$ cat src/rtl/keypad_scan_ctrl_pkg.sv
// Shared types and constants for the 4x4 keypad scan controller.
package keypad_scan_ctrl_pkg;

    localparam int unsigned KEY_ROWS  = 4;
    localparam int unsigned KEY_COLS  = 4;
    localparam int unsigned KEY_COUNT = KEY_ROWS * KEY_COLS;

    typedef enum logic [1:0] {
        IDLE,
        DEBOUNCE,
        PRESSED,
        RELEASE_DEB
    } scan_state_t;

    typedef enum logic [1:0] {
        NONE,
        SINGLE,
        MULTI
    } frame_class_t;

endpackage

$ cat src/rtl/keypad_frame_classify.sv
// Classifies one completed scan frame: no key, exactly one key (with its code), or several keys.
module keypad_frame_classify
    import keypad_scan_ctrl_pkg::*;
(
    input  logic [15:0]  frame_map,
    output frame_class_t frame_class,
    output logic [3:0]   frame_code
);

    logic [1:0] hits;

    // Count set bits (saturating at 2) and remember the index of the first one.
    always_comb begin
        hits       = '0;
        frame_code = '0;
        for (int unsigned i = 0; i < KEY_COUNT; i++) begin
            if (frame_map[i]) begin
                if (hits == 2'd0) begin
                    frame_code = 4'(i);
                end
                if (hits != 2'd2) begin
                    hits = hits + 2'd1;
                end
            end
        end
        case (hits)
            2'd0:    frame_class = NONE;
            2'd1:    frame_class = SINGLE;
            default: frame_class = MULTI;
        endcase
    end

endmodule

$ cat src/rtl/keypad_scan_ctrl.sv
// 4x4 matrix keypad scanner: column strobe, row synchroniser, frame debounce and ghost rejection.
module keypad_scan_ctrl
    import keypad_scan_ctrl_pkg::*;
#(
    parameter int unsigned DEBOUNCE_FRAMES = 3,
    parameter int unsigned TICK_MIN_GAP    = 3
) (
    input  logic       clk,
    input  logic       rst_n,
    input  logic       scan_tick,
    input  logic [3:0] keyboard_row,
    output logic [3:0] keyboard_col,
    output logic       key_valid,
    output logic [3:0] key_code,
    output logic       key_down,
    output logic       key_release
);

    if (DEBOUNCE_FRAMES < 1 || DEBOUNCE_FRAMES > 15 || TICK_MIN_GAP < 3) begin : g_param_check
        $error("keypad_scan_ctrl: DEBOUNCE_FRAMES must be 1..15 and TICK_MIN_GAP >= 3");
    end

    localparam logic [3:0] DEB_N = 4'(DEBOUNCE_FRAMES);

    logic [3:0]   row_meta;
    logic [3:0]   row_sync;
    logic [1:0]   col_idx;
    logic [1:0]   col_next;
    logic [15:0]  frame_map;
    logic [15:0]  sampled_map;
    logic         frame_end;
    frame_class_t frame_class;
    logic [3:0]   frame_code;

    scan_state_t  state, state_n;
    logic [3:0]   cnt, cnt_n, cnt_inc;
    logic [3:0]   cand, cand_n;
    logic [3:0]   code_n;
    logic         valid_n, down_n, release_n;

    // Two-flop synchroniser on the asynchronous row sense lines.
    always_ff @(posedge clk or negedge rst_n) begin
        if (!rst_n) begin
            row_meta <= 4'b1111;
            row_sync <= 4'b1111;
        end else begin
            row_meta <= keyboard_row;
            row_sync <= row_meta;
        end
    end

    assign col_next  = col_idx + 2'd1;
    assign frame_end = scan_tick && (col_idx == 2'd3);

    // Current map with this tick's column sample merged in; bit index = row*4 + col.
    always_comb begin
        sampled_map = frame_map;
        for (int unsigned r = 0; r < KEY_ROWS; r++) begin
            sampled_map[{2'(r), col_idx}] = ~row_sync[r];
        end
    end

    // Column strobe and frame map accumulation; the map clears once a frame completes.
    always_ff @(posedge clk or negedge rst_n) begin
        if (!rst_n) begin
            col_idx      <= '0;
            keyboard_col <= 4'b1110;
            frame_map    <= '0;
        end else if (scan_tick) begin
            col_idx      <= col_next;
            keyboard_col <= ~(4'b0001 << col_next);
            frame_map    <= frame_end ? '0 : sampled_map;
        end
    end

    keypad_frame_classify u_classify (
        .frame_map   (sampled_map),
        .frame_class (frame_class),
        .frame_code  (frame_code)
    );

    assign cnt_inc = (cnt >= DEB_N) ? DEB_N : cnt + 4'd1;

    // FSM state and registered key outputs.
    always_ff @(posedge clk or negedge rst_n) begin
        if (!rst_n) begin
            state       <= IDLE;
            cnt         <= '0;
            cand        <= '0;
            key_code    <= '0;
            key_valid   <= 1'b0;
            key_down    <= 1'b0;
            key_release <= 1'b0;
        end else begin
            state       <= state_n;
            cnt         <= cnt_n;
            cand        <= cand_n;
            key_code    <= code_n;
            key_valid   <= valid_n;
            key_down    <= down_n;
            key_release <= release_n;
        end
    end

    // Next-state evaluation, only at frame end. With DEBOUNCE_FRAMES=1 the
    // IDLE->DEBOUNCE->PRESSED (and PRESSED->RELEASE_DEB->IDLE) hops collapse into one frame.
    always_comb begin
        state_n   = state;
        cnt_n     = cnt;
        cand_n    = cand;
        code_n    = key_code;
        valid_n   = 1'b0;
        down_n    = key_down;
        release_n = 1'b0;
        if (frame_end) begin
            case (state)
                IDLE: begin
                    if (frame_class == SINGLE) begin
                        cand_n = frame_code;
                        if (DEB_N <= 4'd1) begin
                            state_n = PRESSED;
                            cnt_n   = '0;
                            code_n  = frame_code;
                            valid_n = 1'b1;
                            down_n  = 1'b1;
                        end else begin
                            state_n = DEBOUNCE;
                            cnt_n   = 4'd1;
                        end
                    end
                end
                DEBOUNCE: begin
                    if (frame_class == SINGLE && frame_code == cand) begin
                        if (cnt_inc >= DEB_N) begin
                            state_n = PRESSED;
                            cnt_n   = '0;
                            code_n  = cand;
                            valid_n = 1'b1;
                            down_n  = 1'b1;
                        end else begin
                            cnt_n = cnt_inc;
                        end
                    end else begin
                        state_n = IDLE;
                        cnt_n   = '0;
                    end
                end
                PRESSED: begin
                    if (frame_class == NONE) begin
                        if (DEB_N <= 4'd1) begin
                            state_n   = IDLE;
                            cnt_n     = '0;
                            down_n    = 1'b0;
                            release_n = 1'b1;
                        end else begin
                            state_n = RELEASE_DEB;
                            cnt_n   = 4'd1;
                        end
                    end
                end
                RELEASE_DEB: begin
                    if (frame_class == NONE) begin
                        if (cnt_inc >= DEB_N) begin
                            state_n   = IDLE;
                            cnt_n     = '0;
                            down_n    = 1'b0;
                            release_n = 1'b1;
                        end else begin
                            cnt_n = cnt_inc;
                        end
                    end else begin
                        state_n = PRESSED;
                        cnt_n   = '0;
                    end
                end
                default: begin
                    state_n = IDLE;
                    cnt_n   = '0;
                end
            endcase
        end
    end

endmodule

$ cat config.mk
export PLATFORM = sky130hd
export DESIGN_NAME = keypad_scan_ctrl
export DESIGN_NICKNAME = d
export VERILOG_FILES = /design/src/rtl/keypad_scan_ctrl_pkg.sv /design/src/rtl/keypad_frame_classify.sv /design/src/rtl/keypad_scan_ctrl.sv
export SDC_FILE = /design/constraint.sdc
export NUM_CORES = 1
export LEC_CHECK = 0
export ABC_AREA = 0
export CAP_MARGIN = 10
export CELL_PAD_IN_SITES_DETAIL_PLACEMENT = 1
export CELL_PAD_IN_SITES_GLOBAL_PLACEMENT = 1
export CORE_MARGIN = 2
export CORE_UTILIZATION = 43
export CTS_CLUSTER_SIZE = 10
export DETAILED_ROUTE_END_ITERATION = 12
export PLACE_DENSITY_LB_ADDON = 0.2
export SYNTH_ARGS = -nofsm -noshare
export SYNTH_HDL_FRONTEND = slang
export SYNTH_SLANG_ARGS = --single-unit
$ cat constraint.sdc
create_clock -name clk -period 9.05 [get_ports clk]
set_clock_uncertainty 0.15 [all_clocks]
set_input_delay 2.2625 -clock clk [delete_from_list [all_inputs] [get_ports clk]]
set_output_delay 2.2625 -clock clk [all_outputs]
set_load 0.01 [all_outputs]
**Run 1: where the registers sit**

Drawn at 2 px/µm. Other sequential cells in the stronger gray, the rest of the logic in the fainter gray.
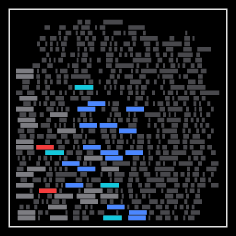
legend:
  row_sync:
    color: cyan
    flops: 4
  state:
    color: red
    flops: 2
  frame_map:
    color: blue
    flops: 16
Final Core Density: 54.1%
flop share of the area: 21.1%
Reg area: 1190 µm²

**Run 1: port wiring**

Drawn at 4 px/µm.
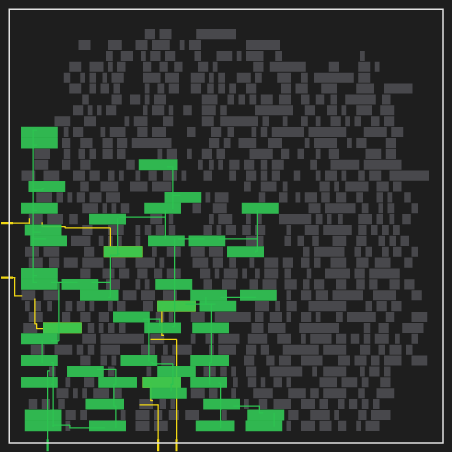
legend:
  keyboard_row:
    color: yellow
    bits: 4
    direction: input
    edge: 2 bottom, 2 left
    end_cells: 4
    wire: 108 µm
  rst_n:
    color: green
    bits: 1
    direction: input
    edge: bottom
    end_cells: 47
    wire: 350 µm
Port Buffers: 17
Ports: 18

==> impl_metrics.json, run 1 <==
{
  "status": "finished, final reports clean",
  "ys_warn_count": 0,
  "worst_hold_slack_ns": 0.217,
  "synth-edff-count": 0,
  "syn_area_um2": 4650,
  "critPathRequiredTime_ns": 9.09,
  "synth.area.top_cells": "dfrtp_1, mux2i_1, dfstp_2",
  "top_area_cell": "dfrtp_1",
  "top_cell_area_share_pct": 19.4,
  "grt.total_usage_pct": 24.2,
  "r2r_end": "key_code[3]",
  "coreArea_um2": 10400,
  "max_freq_mhz": 113,
  "setup_violations": 0,
  "crit_family": "simple AND/OR/NAND/NOR gates",
  "clock_latency_ns": 0.31,
  "fill_cells": 1225,
  "drtIter0Drc": 244,
  "openroad.warnings": 32,
  "setup_tns_ns": 0,
  "wirelength_mm": 14.5,
  "routedWlPerCell_um": 20.3,
  "r2r-start": "col_idx[0]",
  "crit_buf_inv": 6,
  "final_antenna_net_count": 0,
  "cts_buffers": 5,
  "post-route-min-period_ns": 8.85,
  "cts_hold_buffers": 0,
  "ctsHtreeMaxLevel": 2,
  "clkSinkCount": 47,
  "hpwl_mm": 10.5,
  "fp_nets": 563,
  "die_w_um": 108,
  "final-max-slew-violation-count": 0,
  "hold_viol": 0,
  "cp-endpoint": "key_code[3]",
  "die_h_um": 108,
  "reg2reg_depth": 34,
  "critical_path_class": "flip-flop to flip-flop",
  "critical_path.max_stage_delay_ns": 0.56,
  "clock_path_buffers": 2,
  "ys_async_sr_fraction_pct": 100,
  "grt_overflow_total": 0,
  "antenna_found_initial": 0,
  "crit_cells": 34,
  "grt_pass1_vias": 4641,
  "crit_path_start": "col_idx[0]"
}
**Run 1: signal wires by layer**

Drawn at 3 px/µm.
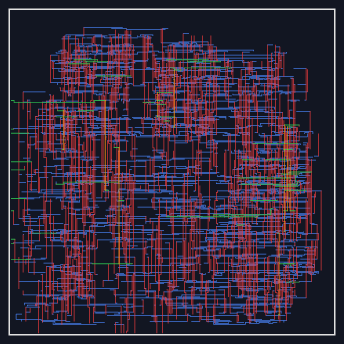
legend:
  metal 2:
    color: red
    wire_length: 7490 µm
  metal 3:
    color: green
    wire_length: 400 µm
  metal 4:
    color: orange
    wire_length: 216 µm
  metal 1:
    color: blue
    wire_length: 6400 µm

[run 1: metal layers]
layer	vias to the layer above	part of all wire (%)	global-route usage, %
met3	20	2.8	1.81
met1	2312	44	31.6
met5	-	0	0
met2	99	52	44.1
li1	2149	-	-
met4	0	1.5	4.58
[run 1: layout make-up]
type	count	area [µm²]	area share [%]
Multi-Input combinational cell	439	3600	63.9
Timing Repair Buffer	51	433	7.68
Clock inverter	3	46.3	0.821
Sequential cell	47	1190	21.1
Clock buffer	5	68.8	1.22
Tap cell	136	170	3.02
Inverter	34	128	2.26
[run 1: cells in the final DEF (no fill, tap or decap), types with 11 or more instances in the layout]
cell type and n:
nand2_1 36, dfrtp_1 36, nor2_1 34, buf_4 33, inv_1 32, a21oi_1 28, mux2i_1 25, o21ai_0 25
nand3_1 19, clkdlybuf4s50_1 16, nor3_1 15, o22ai_1 15, dfstp_2 11
[run 1: flip-flops by register name (all words and copies together), names as in the netlist]
name          flops
keyboard_col      4
cnt               4
key_valid         1
state             2
key_down          1
row_sync          4
key_release       1
col_idx           2
row_meta          4
cand              4
key_code          4
frame_map        16
[run 1: repair_timing]
item                                    in CTS  in global routing
buffers inserted                             0                 16
resized                                      2                 65
endpoints found under the setup margin       4                 17
pin swaps                                    0                 17
hold endpoints to repair                     0                  0
[run 1: logic make-up after synthesis]
| family | share of synthesized area (%) |
|---|---|
| flops | 25.6 |
| fa+ha+maj | 3.23 |
| mux | 8.66 |
| simple gates | 23.6 |
| buf+inv | 5.38 |
| compound gates | 31.7 |
| xor+xnor | 1.88 |
[run 1: how the worst min path moves through the flow]
stage / slack (ns) / cells after the start / end / from
global placement: 0.20 / 0 / row_sync[0] / row_meta[0]
detailed placement: 0.20 / 0 / row_sync[3] / row_meta[3]
global route: 0.22 / 0 / row_sync[3] / row_meta[3]
finish: 0.22 / 0 / row_sync[1] / row_meta[1]
CTS: 0.22 / 0 / row_sync[3] / row_meta[3]
floorplan: 0.20 / 0 / row_sync[0] / row_meta[0]
[run 1: per-stage QoR]
step	area, µm²	setup slack [ns]	cells
after floorplan	4650	0.626	544
after detailed placement	5000	0.0303	691
after global routing	5640	-0.0956	715
final	5640	0.200	715
after global placement	5000	0.316	691
after CTS	5130	0.0347	699
[run 1: worst register-to-register path, delay by kind of cell, from the launching register on]
kind / cells / cell delay (ns)
mux: 3 / 0.83
compound gates: 12 / 2.72
buf+inv: 6 / 0.77
flops: 1 / 0.46
fa+ha+maj: 4 / 0.94
simple gates: 9 / 2.85
==> run 2: changes to the inputs <==
- SLEW_MARGIN: unset -> 10
**Run 2: signal wires by layer**

Drawn at 3 px/µm.
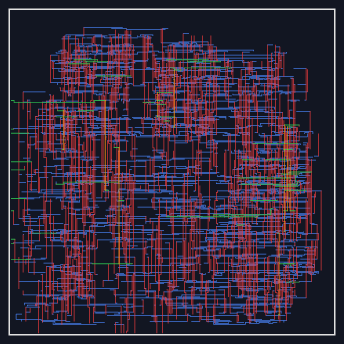
legend:
  metal 2:
    color: red
    wire_length: 7490 µm
  metal 3:
    color: green
    wire_length: 400 µm
  metal 1:
    color: blue
    wire_length: 6400 µm
  metal 4:
    color: orange
    wire_length: 216 µm

**Run 2: clock wiring as the flow saved it**

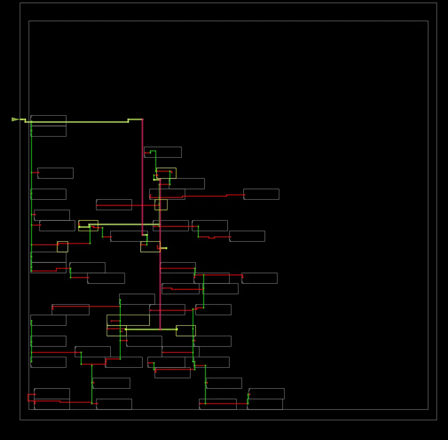
clk latency late pin: 0.31 ns
clock buffers: 5
Flops: 47

**Run 2: gate families picked out**

Drawn at 3 px/µm.
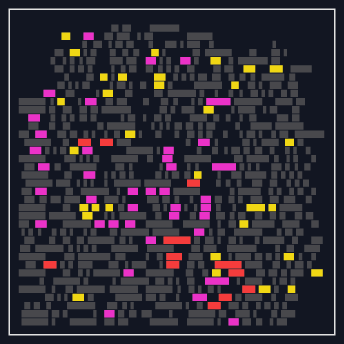
legend:
  multiplexers:
    color: magenta
    cells: 39
    most_used: mux2i_1
  adder and majority cells:
    color: red
    cells: 12
    most_used: ha_1
  AND-OR and OR-AND gates:
    color: yellow
    cells: 32
    most_used: a21o_1
    where: spread over the die
Comb/total area: 63.9%
Cell Count, Final, Fillers Out: 715

==> impl_metrics.json, run 2 <==
{
  "post-route-min-period_ns": 8.85,
  "worst_hold_slack_ns": 0.217,
  "clock_path_buffers": 2,
  "layout_setup_ws_ns": 0.200,
  "max_freq_mhz": 113,
  "worst_pin_slew_ns": 1.15,
  "die_h_um": 108,
  "synth.area.top_cells": "dfrtp_1, mux2i_1, dfstp_2",
  "r2r-start": "col_idx[0]",
  "crit_path_end_kind": "flip-flop",
  "cts_hold_buffers": 0,
  "crit_path_start": "col_idx[0]",
  "fill_cells": 1225,
  "synth-edff-count": 0,
  "setup_tns_ns": 0,
  "critical_path_class": "flip-flop to flip-flop",
  "critPathRequiredTime_ns": 9.09,
  "hpwl_mm": 10.5,
  "placementRows": 37,
  "final_util_pct": 54.1,
  "routedWlPerCell_um": 20.3,
  "wirelength_mm": 14.5,
  "grt_overflow_total": 0,
  "top_register": "frame_map",
  "top_cell_area_share_pct": 19.4,
  "fp_nets": 563,
  "place_ws_ns": 0.0303,
  "portBuffers": 17,
  "ys_warn_count": 0,
  "drtIter0Drc": 244,
  "io_pins": 18,
  "final_antenna_net_count": 0,
  "openroad.warnings": 32,
  "lay_top_cells": "nand2_1, dfrtp_1, nor2_1",
  "syn_area_um2": 4650,
  "grt_pass1_vias": 4641,
  "clkSinkCount": 47,
  "grt.total_usage_pct": 24.2,
  "status": "finished, final reports clean",
  "min-delay-start": "row_meta[1]",
  "largest_reg_flops": 16,
  "coreArea_um2": 10400,
  "setup_violations": 0,
  "antenna_found_initial": 0,
  "drc": 0,
  "final-max-slew-violation-count": 0,
  "cts_buffers": 5,
  "logic_area_um2": 3600,
  "critical_path.max_stage_delay_ns": 0.56,
  "hold_viol": 0,
  "ctsHtreeMaxLevel": 2,
  "critical_path_peak_fanout": 6,
  "ys_async_sr_fraction_pct": 100,
  "top_area_cell": "dfrtp_1",
  "die_w_um": 108,
  "regArea_um2": 1190
}
[run 2: cell counts in the layout (fill, tap and decap cells not counted)]
Identical to the previous run, type by type.
[run 2: metal layers]
| metal | global-route usage (%) | wire [µm] |
|---|---|---|
| met1 | 31.6 | 6400 |
| met2 | 44.1 | 7490 |
| met3 | 1.81 | 400 |
| met4 | 4.58 | 216 |
| met5 | 0 | 0 |
[run 2: cells by family (layout without fill, tap and decap cells)]
| family | after synthesis | in the layout | synth area share, % |
|---|---|---|---|
| AOI/OAI and AO/OA | 184 | 184 | 31.7 |
| xor gates and xnor gates | 10 | 10 | 1.88 |
| adders and majority gates | 12 | 12 | 3.23 |
| buffers and inverters | 58 | 93 | 5.38 |
| DFF | 47 | 47 | 25.6 |
| muxes | 39 | 39 | 8.66 |
| and+or+nand+nor | 194 | 194 | 23.6 |
[run 2: repair_timing]
action,4_1_cts,5_1_grt
setup endpoints to repair,4,17
gates resized,2,65
setup buffers,0,16
pin swaps,0,17
[run 2: layout make-up]
cell class	count	area share, %
multi-input cells	439	63.9
flip-flops and latches	47	21.1
repair buffers	51	7.68
well taps	136	3.02
inverters	34	2.26
clock buffers	5	1.22
clock inverters	3	0.821
[run 2: through the flow]
step | cells | area, µm²
2_1_floorplan | 544 | 4650
3_3_place_gp | 691 | 5000
3_5_place_dp | 691 | 5000
4_1_cts | 699 | 5130
5_1_grt | 715 | 5640
6_report | 715 | 5640
[run 2: final timing paths]
path | to | slack [ns] | cells after the start
worst min-delay path | row_sync[1] | 0.22 | 0
min in group asynchronous | cnt[1] | 1.98 | 1
worst min register to register | row_sync[1] | 0.22 | 0
worst max-delay path | key_code[3] | 0.20 | 34
worst max register to register | key_code[3] | 0.20 | 34
max in group asynchronous | frame_map[8] | 6.14 | 1
[run 2: critical path, delay by kind of cell (launching register included)]
kind,cells,cell delay [ns]
flip-flops,1,0.46
adder cells (fa/ha/maj),4,0.94
AND-OR/OR-AND,12,2.72
AND/OR/NAND/NOR,9,2.85
buffers and inverters,6,0.77
multiplexers,3,0.83
==> run 3: changes to the inputs <==
- CORE_ASPECT_RATIO: unset -> 0.75
**Run 3: signal wires by layer**

Drawn at 3 px/µm.
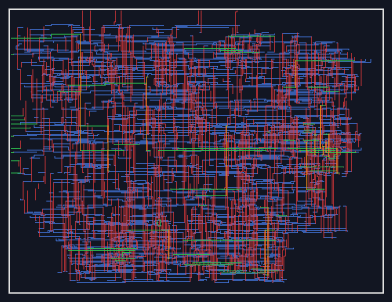
legend:
  metal 3:
    color: green
    wire_length: 602 µm
  metal 1:
    color: blue
    wire_length: 7280 µm
  metal 4:
    color: orange
    wire_length: 215 µm
  metal 2:
    color: red
    wire_length: 6900 µm

**Run 3: gate families picked out**

Drawn at 3 px/µm.
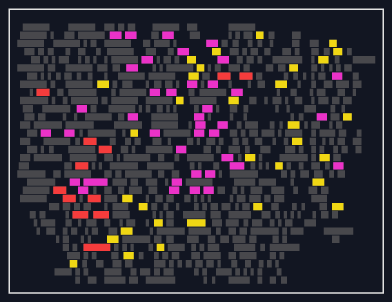
Cell Count, Final, Fillers Out: 718
most numerous logic cell after layout: nand2_1
Comb/total area: 62.5%

**Run 3: where the registers sit**

Drawn at 2 px/µm. Other sequential cells in the stronger gray, the rest of the logic in the fainter gray.
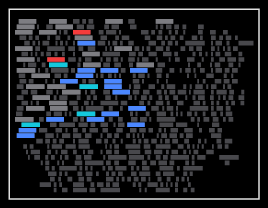
legend:
  frame_map:
    color: blue
    flops: 16
  state:
    color: red
    flops: 2
  row_sync:
    color: cyan
    flops: 4
    where: left middle

==> impl_metrics.json, run 3 <==
{
  "fin_area_um2": 5620,
  "setup_tns_ns": 0,
  "critical_path.max_stage_delay_ns": 0.55,
  "hpwl_mm": 10.6,
  "crit_cells": 34,
  "worst_pin_slew_ns": 1.04,
  "clock_path_buffers": 2,
  "routedWlPerCell_um": 20.9,
  "hold_viol": 0,
  "layout_setup_ws_ns": 0.194,
  "largest_reg_flops": 16,
  "ys_async_sr_fraction_pct": 100,
  "crit_buf_inv": 8,
  "top_cell_area_share_pct": 19.4,
  "antenna_found_initial": 0,
  "drtIter0Drc": 340,
  "status": "finished, final reports clean",
  "critPathRequiredTime_ns": 9.07,
  "placementRows": 32,
  "die_h_um": 94.1,
  "coreArea_um2": 10400,
  "grt.total_usage_pct": 25.1,
  "final-max-slew-violation-count": 0,
  "post-route-min-period_ns": 8.86,
  "reg2reg_depth": 34,
  "die_w_um": 124,
  "clkSinkCount": 47,
  "grt_pass1_vias": 4544,
  "ctsHtreeMaxLevel": 2,
  "lay_top_cells": "nand2_1, nor2_1, dfrtp_1",
  "min_path_cells": 0,
  "cts_buffers": 5,
  "top_register": "frame_map",
  "synth.area.top_cells": "dfrtp_1, mux2i_1, dfstp_2",
  "wirelength_mm": 15.0
}
run 3: logic make-up after synthesis:
family | Yosys count | share of synthesized area (%)
AND/OR/NAND/NOR | 194 | 23.6
AND-OR/OR-AND | 184 | 31.7
buffers and inverters | 58 | 5.38
flip-flops | 47 | 25.6
multiplexers | 39 | 8.66
adder cells (fa/ha/maj) | 12 | 3.23
XOR/XNOR | 10 | 1.88
run 3: layout make-up:
class	count	area [µm²]	share of cell area (%)
clock inverters	2	16.3	0.290
clock buffers	6	129	2.29
flip-flops and latches	47	1190	21.2
well taps	136	170	3.03
multi-input cells	439	3510	62.5
inverters	34	128	2.27
repair buffers	54	472	8.40
run 3: final timing paths:
check | startpoint | to | slack (ns)
setup / recovery | col_idx[0] | key_code[3] | 0.19
min in group asynchronous | rst_n | cand[0] | 2.01
setup reg to reg | col_idx[0] | key_code[3] | 0.19
max in group asynchronous | rst_n | frame_map[7] | 6.10
hold / removal | row_meta[3] | row_sync[3] | 0.21
hold reg to reg | row_meta[3] | row_sync[3] | 0.21
run 3: through the flow:
stage / hold WS [ns] / utilization, %
detailed placement: 0.198 / 48.3
finish: 0.205 / 54.0
CTS: 0.209 / 49.7
global placement: 0.196 / 48.3
floorplan: 0.195 / -
global route: 0.210 / 54.0
run 3: layer usage:
metal	vias to the layer above	track usage, %	part of all wire, %
li1	2154	-	-
met1	2307	38.0	49
met2	125	38.2	46
met3	31	2.31	4.0
met4	0	5.90	1.4
met5	-	0	0
run 3: what timing repair did:
item	in CTS	in global routing
endpoints found under the setup margin	5	17
gates resized	2	50
buffers inserted	0	16
pin swaps	0	13
